$ cat config.mk
export PLATFORM = sky130hd
export DESIGN_NAME = buzzer_tone_gen
export DESIGN_NICKNAME = d
export VERILOG_FILES = /design/src/rtl/buzzer_tone_gen_pkg.sv /design/src/rtl/buzzer_tone_gen_debouncer.sv /design/src/rtl/buzzer_tone_gen.sv
export SDC_FILE = /design/constraint.sdc
export NUM_CORES = 1
export LEC_CHECK = 0
export CORE_ASPECT_RATIO = 0.6
export CORE_MARGIN = 1
export CORE_UTILIZATION = 40
export CTS_BUF_LIST = sky130_fd_sc_hd__clkbuf_4 sky130_fd_sc_hd__clkbuf_8 sky130_fd_sc_hd__clkbuf_16
export DETAILED_ROUTE_END_ITERATION = 8
export GPL_TIMING_DRIVEN = 1
export HOLD_SLACK_MARGIN = 0.1
export PLACE_DENSITY_LB_ADDON = 0.08
export SYNTH_ARGS = -nofsm -noshare
export SYNTH_HDL_FRONTEND = slang
export SYNTH_SLANG_ARGS = --single-unit
export TNS_END_PERCENT = 10
$ cat constraint.sdc
create_clock -name clk_i -period 4.5 [get_ports clk_i]
set_input_delay 1.35 -clock clk_i [delete_from_list [all_inputs] [get_ports clk_i]]
set_output_delay 1.35 -clock clk_i [all_outputs]
set_load 0.05 [all_outputs]
$ cat src/rtl/buzzer_tone_gen_pkg.sv
// Shared definitions for the buzzer tone generator: note pitches, FSM and octave
// encodings, and small helpers for key selection.
package buzzer_tone_gen_pkg;

  localparam int unsigned DEFAULT_CLK_HZ = 100_000_000;

  // Note pitches in Hz, C..B
  localparam int unsigned NOTE_HZ [0:6] = '{262, 294, 330, 349, 392, 440, 494};

  typedef enum logic {
    ST_IDLE = 1'b0,
    ST_PLAY = 1'b1
  } tone_state_e;

  typedef enum logic [1:0] {
    OCT_MID  = 2'b00,
    OCT_UP   = 2'b01,
    OCT_DOWN = 2'b10
  } octave_e;

  function automatic int unsigned half_period(input int unsigned clk_hz,
                                              input int unsigned freq_hz);
    return clk_hz / (2 * freq_hz);
  endfunction

  // Lowest set key wins; 0 means no key held.
  function automatic logic [3:0] note_select(input logic [6:0] keys);
    logic [3:0] idx;
    idx = 4'd0;
    for (int i = 6; i >= 0; i--) begin
      if (keys[i]) idx = 4'(i + 1);
    end
    return idx;
  endfunction

  function automatic octave_e octave_decode(input logic up, input logic down);
    octave_e oct;
    case ({down, up})
      2'b01:   oct = OCT_UP;
      2'b10:   oct = OCT_DOWN;
      default: oct = OCT_MID;
    endcase
    return oct;
  endfunction

endpackage

$ cat src/rtl/buzzer_tone_gen_debouncer.sv
// Key conditioner: 2-FF synchroniser, then a candidate/counter filter that only
// accepts a vector after it has stayed unchanged for CYCLES consecutive samples.
module pin_debouncer #(
  parameter int unsigned WIDTH  = 9,
  parameter int unsigned CYCLES = 2_000_000
) (
  input  logic             clk_i,
  input  logic             rst_i,
  input  logic [WIDTH-1:0] pins_i,
  output logic [WIDTH-1:0] stable_o
);

  localparam int unsigned CW = $clog2(CYCLES + 1);

  logic [WIDTH-1:0] sync1_q, sync2_q;
  logic [WIDTH-1:0] cand_q, cand_d;
  logic [WIDTH-1:0] stable_q, stable_d;
  logic [CW-1:0]    cnt_q, cnt_d;

  // Counter saturates at CYCLES so a long-held vector is accepted only once.
  always_comb begin
    cand_d   = cand_q;
    cnt_d    = cnt_q;
    stable_d = stable_q;
    if (sync2_q != cand_q) begin
      cand_d = sync2_q;
      cnt_d  = '0;
    end else if (cnt_q != CW'(CYCLES)) begin
      cnt_d = cnt_q + CW'(1);
      if (cnt_q == CW'(CYCLES - 1)) stable_d = cand_q;
    end
  end

  always_ff @(posedge clk_i) begin
    if (rst_i) begin
      sync1_q  <= '0;
      sync2_q  <= '0;
      cand_q   <= '0;
      cnt_q    <= '0;
      stable_q <= '0;
    end else begin
      sync1_q  <= pins_i;
      sync2_q  <= sync1_q;
      cand_q   <= cand_d;
      cnt_q    <= cnt_d;
      stable_q <= stable_d;
    end
  end

  assign stable_o = stable_q;

endmodule

$ cat src/rtl/buzzer_tone_gen.sv
// Piezo tone generator: debounced note/octave keys select a pitch, and a
// half-period counter toggles the speaker, retuning only on half-period edges.
//
//   state   | meaning
//   --------+-----------------------------------------------------------
//   ST_IDLE | silent, speaker low, counter held at zero
//   ST_PLAY | square wave running; toggle and retune when cnt hits half-1
module buzzer_tone_gen
  import buzzer_tone_gen_pkg::*;
#(
  parameter int unsigned CLK_HZ          = DEFAULT_CLK_HZ,
  parameter int unsigned DEBOUNCE_CYCLES = 2_000_000,
  parameter int unsigned CNT_W           = 20
) (
  input  logic       clk_i,
  input  logic       rst_i,
  input  logic       enable_i,
  input  logic [8:0] pin_note_i,
  output logic       speaker_o,
  output logic [3:0] note_idx_o,
  output logic [1:0] octave_o,
  output logic [7:0] led_note_o
);

  localparam logic [CNT_W-1:0] HALF_TAB [0:7] = '{
    '0,
    CNT_W'(half_period(CLK_HZ, NOTE_HZ[0])),
    CNT_W'(half_period(CLK_HZ, NOTE_HZ[1])),
    CNT_W'(half_period(CLK_HZ, NOTE_HZ[2])),
    CNT_W'(half_period(CLK_HZ, NOTE_HZ[3])),
    CNT_W'(half_period(CLK_HZ, NOTE_HZ[4])),
    CNT_W'(half_period(CLK_HZ, NOTE_HZ[5])),
    CNT_W'(half_period(CLK_HZ, NOTE_HZ[6]))
  };

  logic [8:0]       keys;
  logic [3:0]       note_idx;
  octave_e          octave;
  logic [CNT_W-1:0] base_half;
  logic [CNT_W-1:0] target;

  tone_state_e      state_q, state_d;
  logic             speaker_q, speaker_d;
  logic [CNT_W-1:0] cnt_q, cnt_d;
  logic [CNT_W-1:0] half_q, half_d;

  pin_debouncer #(
    .WIDTH  (9),
    .CYCLES (DEBOUNCE_CYCLES)
  ) u_debouncer (
    .clk_i    (clk_i),
    .rst_i    (rst_i),
    .pins_i   (pin_note_i),
    .stable_o (keys)
  );

  assign note_idx  = note_select(keys[6:0]);
  assign octave    = octave_decode(keys[7], keys[8]);
  assign base_half = HALF_TAB[note_idx[2:0]];

  always_comb begin
    case (octave)
      OCT_UP:   target = base_half >> 1;
      OCT_DOWN: target = base_half << 1;
      default:  target = base_half;
    endcase
  end

  always_comb begin
    state_d   = state_q;
    speaker_d = speaker_q;
    cnt_d     = cnt_q;
    half_d    = half_q;
    case (state_q)
      ST_IDLE: begin
        speaker_d = 1'b0;
        cnt_d     = '0;
        if (enable_i && note_idx != 4'd0) begin
          state_d   = ST_PLAY;
          speaker_d = 1'b1;
          half_d    = target;
        end
      end
      ST_PLAY: begin
        if (!enable_i || note_idx == 4'd0) begin
          state_d   = ST_IDLE;
          speaker_d = 1'b0;
          cnt_d     = '0;
        end else if (cnt_q == half_q - CNT_W'(1)) begin
          speaker_d = ~speaker_q;
          cnt_d     = '0;
          half_d    = target;
        end else begin
          cnt_d = cnt_q + CNT_W'(1);
        end
      end
      default: state_d = ST_IDLE;
    endcase
  end

  always_ff @(posedge clk_i) begin
    if (rst_i) begin
      state_q   <= ST_IDLE;
      speaker_q <= 1'b0;
      cnt_q     <= '0;
      half_q    <= '0;
    end else begin
      state_q   <= state_d;
      speaker_q <= speaker_d;
      cnt_q     <= cnt_d;
      half_q    <= half_d;
    end
  end

  // Isolate the lowest set key for the one-hot LED field.
  assign led_note_o = {state_q == ST_PLAY, keys[6:0] & (~keys[6:0] + 7'd1)};
  assign speaker_o  = speaker_q;
  assign note_idx_o = note_idx;
  assign octave_o   = octave;

endmodule

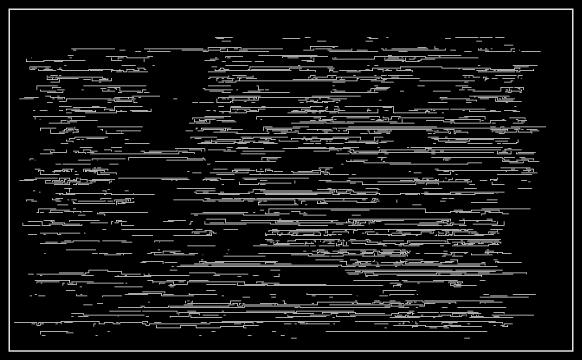
*The metal 1 layer, run 1*
- longest straight run: 43.2 um
- wire length on this layer: 6700 um
- share of all routed wire: 53%
- main direction: horizontal
total vias in the final route: 4267
GRT met1 Usage: 30.1%
routed wire length: 12.7 mm

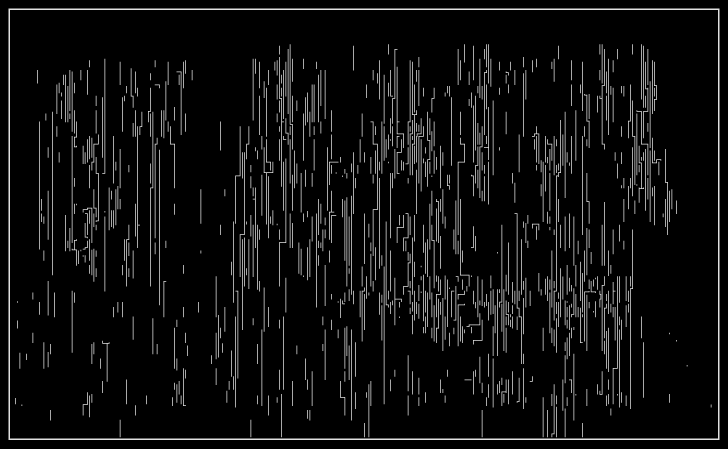
*Met2 routing, run 1*
- nets with wire on the layer: 510
- longest straight run: 34.3 um
GRT met2 Usage: 25.7%

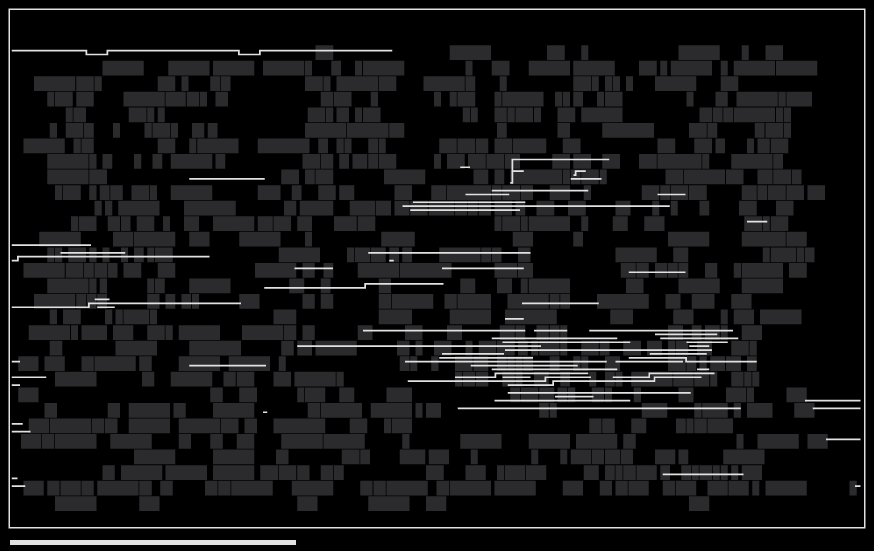
*Met3 routing, run 1*
Bar = 50 um. Cells faint in the background.
- main direction: horizontal
- wire length on this layer: 1090 um
- nets with wire on the layer: 53
- longest straight run: 49.2 um
GRT met3 Usage: 6.77%

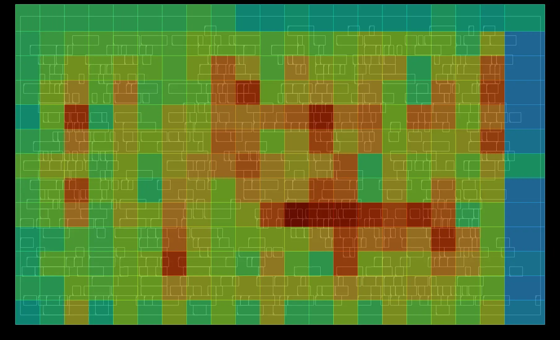
*Routing congestion, run 1*
gr busiest metal: met1
Routed WL per cell: 16.1 um
final core utilization: 47.4%
GR Util All Layers: 19.7%

==> results_slide.txt, run 1 <==
Key Metrics from the Run

Global routing
  • Vias in the first global route: 3961
  • Initial antenna violation count: 0
  • Largest net degree at the start of global routing: 54
  • Wire length of the first global-routing pass: 20.8 mm

Worst setup path
  • Crit-path cells: nor2_1 -> o21ai_0 -> a31oi_1 -> clkdlybuf4s50_1
  • CP Max Fanout: 8
  • Crit-path max cell delay: 930 ps
  • R2r worst-path depth: 10
  • Critical Path Sink: note_idx_o[1]
  • WP buf/inv: 1
  • Slowest cell on the critical path: clkdlybuf4s50_1

Drt
  • Pre-Repair DR Iteration Count: 5
  • Drt via density: 5.40
  • Top routing layer in use: met4
  • Routed wl met3: 1.09 mm

Yosys
  • Ao+oa area frac: 14.0%
  • Commonest cells post-synth: dfxtp_1 (98), nor2_1 (80), nand2_1 (38)
  • Yosys stat chip area: 5210 um^2
  • Synth mux share: 2.74%
  • Ys cells: 611
  • Mapped cell area: 5210 um^2
  • Most frequent cell after synthesis: dfxtp_1

Power
  • Gate power share: 2.4%
  • Internal power: 0.00129 W
  • Comb. pwr: 0.0000416 W
  • Switching share of power: 24.3%
  • Clock group: 0.000782 W

STA
  • Normalized max-slew margin: 25.4%
  • Setup TNS: 0 ps
  • Final cycle utilization of the critical path: 85.7%
  • Hold Slack: 441 ps
  • Final Skew: 8.10 ps

Placed design
  • Post-DP HPWL: 9.45 mm
  • Post-place setup slack: 1010 ps

CTS
  • Clk_lat worst skew: 350 ps
  • H-Tree Depth: 3

Worst hold path
  • Hold Crit Start: u_debouncer.sync1_q[5]
  • Hold depth: 1

Layout
  • Combinational gate area: 3030 um^2
  • Final instance area: 5870 um^2
  • Flop area: 1960 um^2
  • Biggest register: u_debouncer.cnt_q
  • Fillcell total: 1187

Die
  • Die Wd: 149 um
  • Num tapcells: 165

Run status
  • Run status: completed
### Sequential cells colored by netlist name, run 1

Bar = 50 um. Other sequential cells in the stronger gray, the rest of the logic in the fainter gray.
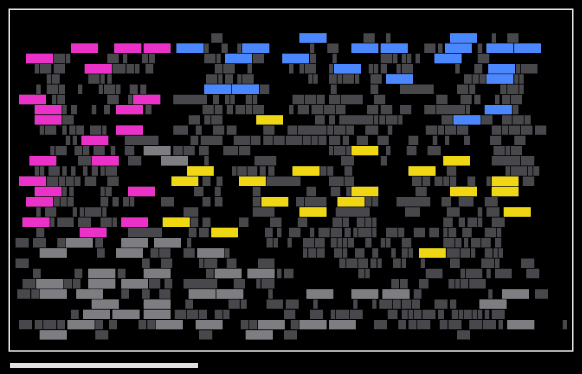

## Run 2: what changed since run 1
Clock period 4.5 ns to 4.07 ns, I/O delays scaled along.
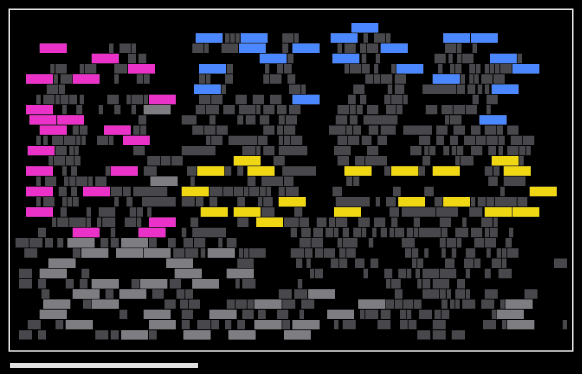
*Sequential cells colored by netlist name, run 2*
Bar = 50 um. Other sequential cells in the stronger gray, the rest of the logic in the fainter gray.
- blue: cnt_q (flops 20)
- yellow: half_q (flops 19)
- magenta: u_debouncer.cnt_q (flops 21)
- not colored: 38
sequential cell power: 0.000976 W
Seq/total area: 33.3%
Flop area: 1960 um^2
final core utilization: 47.6%

==> run 2 against run 1 <==
Net effect:
- total power rose by 11%
- area after synthesis stayed put
- clock skew is essentially flat
- core utilization rose by 0.15 points
- clock power grew 11%
- critical path type unchanged
- largest cell class unchanged
- largest power group unchanged
- highest routed layer unchanged
==> results_slide.txt, run 2 <==
Key Metrics from the Run

Run status
  • Run status: completed

Global routing
  • GRT met3 Usage: 6.26%
  • GRT met2 Usage: 25.0%
  • Wire length of the first global-routing pass: 20.3 mm
  • GRT met1 Usage: 29.4%
  • Vias in the first global route: 3902
  • GR Util All Layers: 19.1%
  • Initial antenna violation count: 0
  • Gr busiest metal: met1

Layout
  • Final instance area: 5890 um^2
  • Biggest register: u_debouncer.cnt_q
  • Combinational gate area: 3030 um^2

Worst hold path
  • Hold depth: 1
  • Hold Crit Start: u_debouncer.sync1_q[5]

STA
  • Final cycle utilization of the critical path: 88.6%
  • Hold Slack: 439 ps
  • Final Skew: 8.43 ps
  • Normalized max-slew margin: 32.0%

Yosys
  • Commonest cells post-synth: dfxtp_1 (98), nor2_1 (80), nand2_1 (38)
  • Ao+oa area frac: 14.0%
  • Yosys stat chip area: 5210 um^2
  • Ys cells: 611

CTS
  • Clk_lat worst skew: 350 ps
  • H-Tree Depth: 3

Drt
  • Routed wire length: 12.3 mm
  • Total vias in the final route: 4280
  • Drt via density: 5.40
  • Pre-Repair DR Iteration Count: 6
  • Top routing layer in use: met4

Worst setup path
  • CP Max Fanout: 7
  • R2r worst-path depth: 8
  • Slowest cell on the critical path: clkdlybuf4s50_1
  • Crit-path cells: nor2b_1 -> o21bai_1 -> a21oi_1 -> nor2_1 -> inv_1 -> clkdlybuf4s50_1
  • WP buf/inv: 2
  • Critical Path Sink: note_idx_o[0]

Power
  • Internal power: 0.00143 W

Die
  • Die Wd: 149 um

Placed design
  • Post-place setup slack: 847 ps
  • Post-DP HPWL: 9.08 mm
## Run 3: what changed since run 2
Settings changed: ABC_CLOCK_PERIOD_IN_PS set to 4070.
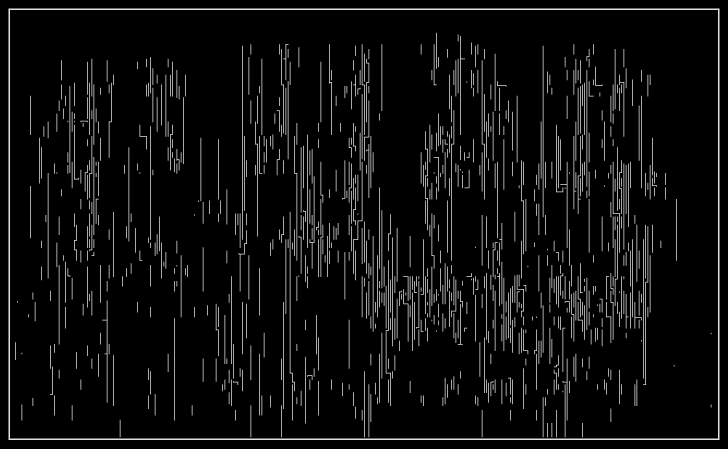
*Met2 routing, run 3*
- wire length on this layer: 4630 um
- longest straight run: 40.8 um
- main direction: vertical
GRT met2 Usage: 25.0%
total vias in the final route: 4280
routed wire length: 12.3 mm

==> run 3 against run 2 <==
Net effect:
- routed wire length did not move
- sequential power barely moved
- clock power barely moved
==> results_slide.txt, run 3 <==
Key Metrics from the Run

Yosys
  • Xor/xnor share: 11.6%
  • Sequential area share after synthesis: 37.7%
  • EDFF count, synth: 0
  • Biggest area cells: dfxtp_1 (38%), xor2_1 (6.2%), nor2_1 (5.8%)
  • Commonest cells post-synth: dfxtp_1 (98), nor2_1 (80), nand2_1 (38)
  • Yosys stat chip area: 5210 um^2
  • Most frequent cell after synthesis: dfxtp_1
  • Post-synth top area cell: dfxtp_1
  • Synth mux share: 2.74%
  • Ao+oa area frac: 14.0%
  • Mapped cell area: 5210 um^2
  • Ys cells: 611

Layout
  • Final instance area: 5890 um^2
  • Seq/total area: 33.3%
  • Flop area: 1960 um^2
  • Layout cells sized above 1: 7.18%
  • Inverters: 20
  • Top cell excl fill/tap: dfxtp_1
  • Logic share of the area: 51.4%
  • Logic Gate Count: 459
  • Fillcell total: 1224
  • Final nets: 644
  • Final core utilization: 47.6%
  • Combinational gate area: 3030 um^2
  • Biggest register: u_debouncer.cnt_q
  • Registers: 98

Global routing
  • Wire length of the first global-routing pass: 20.3 mm
  • GRT met3 Usage: 6.26%
  • Vias in the first global route: 3902
  • Gr busiest metal: met1
  • GRT met1 Usage: 29.4%
  • GR Util All Layers: 19.1%
  • Largest net degree at the start of global routing: 54
  • Initial antenna violation count: 0

Drt
  • Routed WL per cell: 15.6 um
  • Drt via density: 5.40
  • Top routing layer in use: met4
  • Final ANT Viol Nets: 0
  • Pre-Repair DR Iteration Count: 6
  • Routed wl met3: 820 um

Placed design
  • Placed cells: 776
  • Post-DP HPWL: 9.08 mm
  • Routability cong.: 0.959
  • Post-place setup slack: 847 ps
  • Port-buffer cells: 25

Worst setup path
  • Worst Setup End Kind: output port
  • Required time of the critical path: 2850 ps
  • CP Max Fanout: 7
  • R2r worst-path depth: 8
  • Crit-path max cell delay: 850 ps
  • Critical Path Sink: note_idx_o[0]
  • Crit-path cells: nor2b_1 -> o21bai_1 -> a21oi_1 -> nor2_1 -> inv_1 -> clkdlybuf4s50_1
  • WP buf/inv: 2
  • Slowest cell on the critical path: clkdlybuf4s50_1
  • R2r startpoint: half_q[4]

STA
  • Hold Slack: 439 ps
  • Final cycle utilization of the critical path: 88.6%
  • Normalized max-slew margin: 32.0%
  • Final Skew: 8.43 ps
  • Setup TNS: 0 ps

Die
  • Num tapcells: 165
  • Num ports: 27
  • Die Wd: 149 um

Run
  • # Max-Cap Violations: 0

CTS
  • Clock sink count: 98
  • Clock root buffer: clkbuf_16
  • Clk_lat worst skew: 350 ps
  • H-Tree Depth: 3
  • CTS max path bufs: 2

Power
  • Overall Power: 0.00189 W
  • Sequential cell power: 0.000976 W
  • PwrDens: 321 nW/um^2
  • Switching share of power: 24.4%
  • Gate power share: 2.4%
  • Comb. pwr: 0.0000457 W
  • Clock group: 0.000868 W
  • Internal power: 0.00143 W

Worst hold path
  • Hold Crit Start: u_debouncer.sync1_q[5]
  • Hold depth: 1

Run status
  • Run status: completed
No activity file was given, so power comes from the tool's default toggle rates.
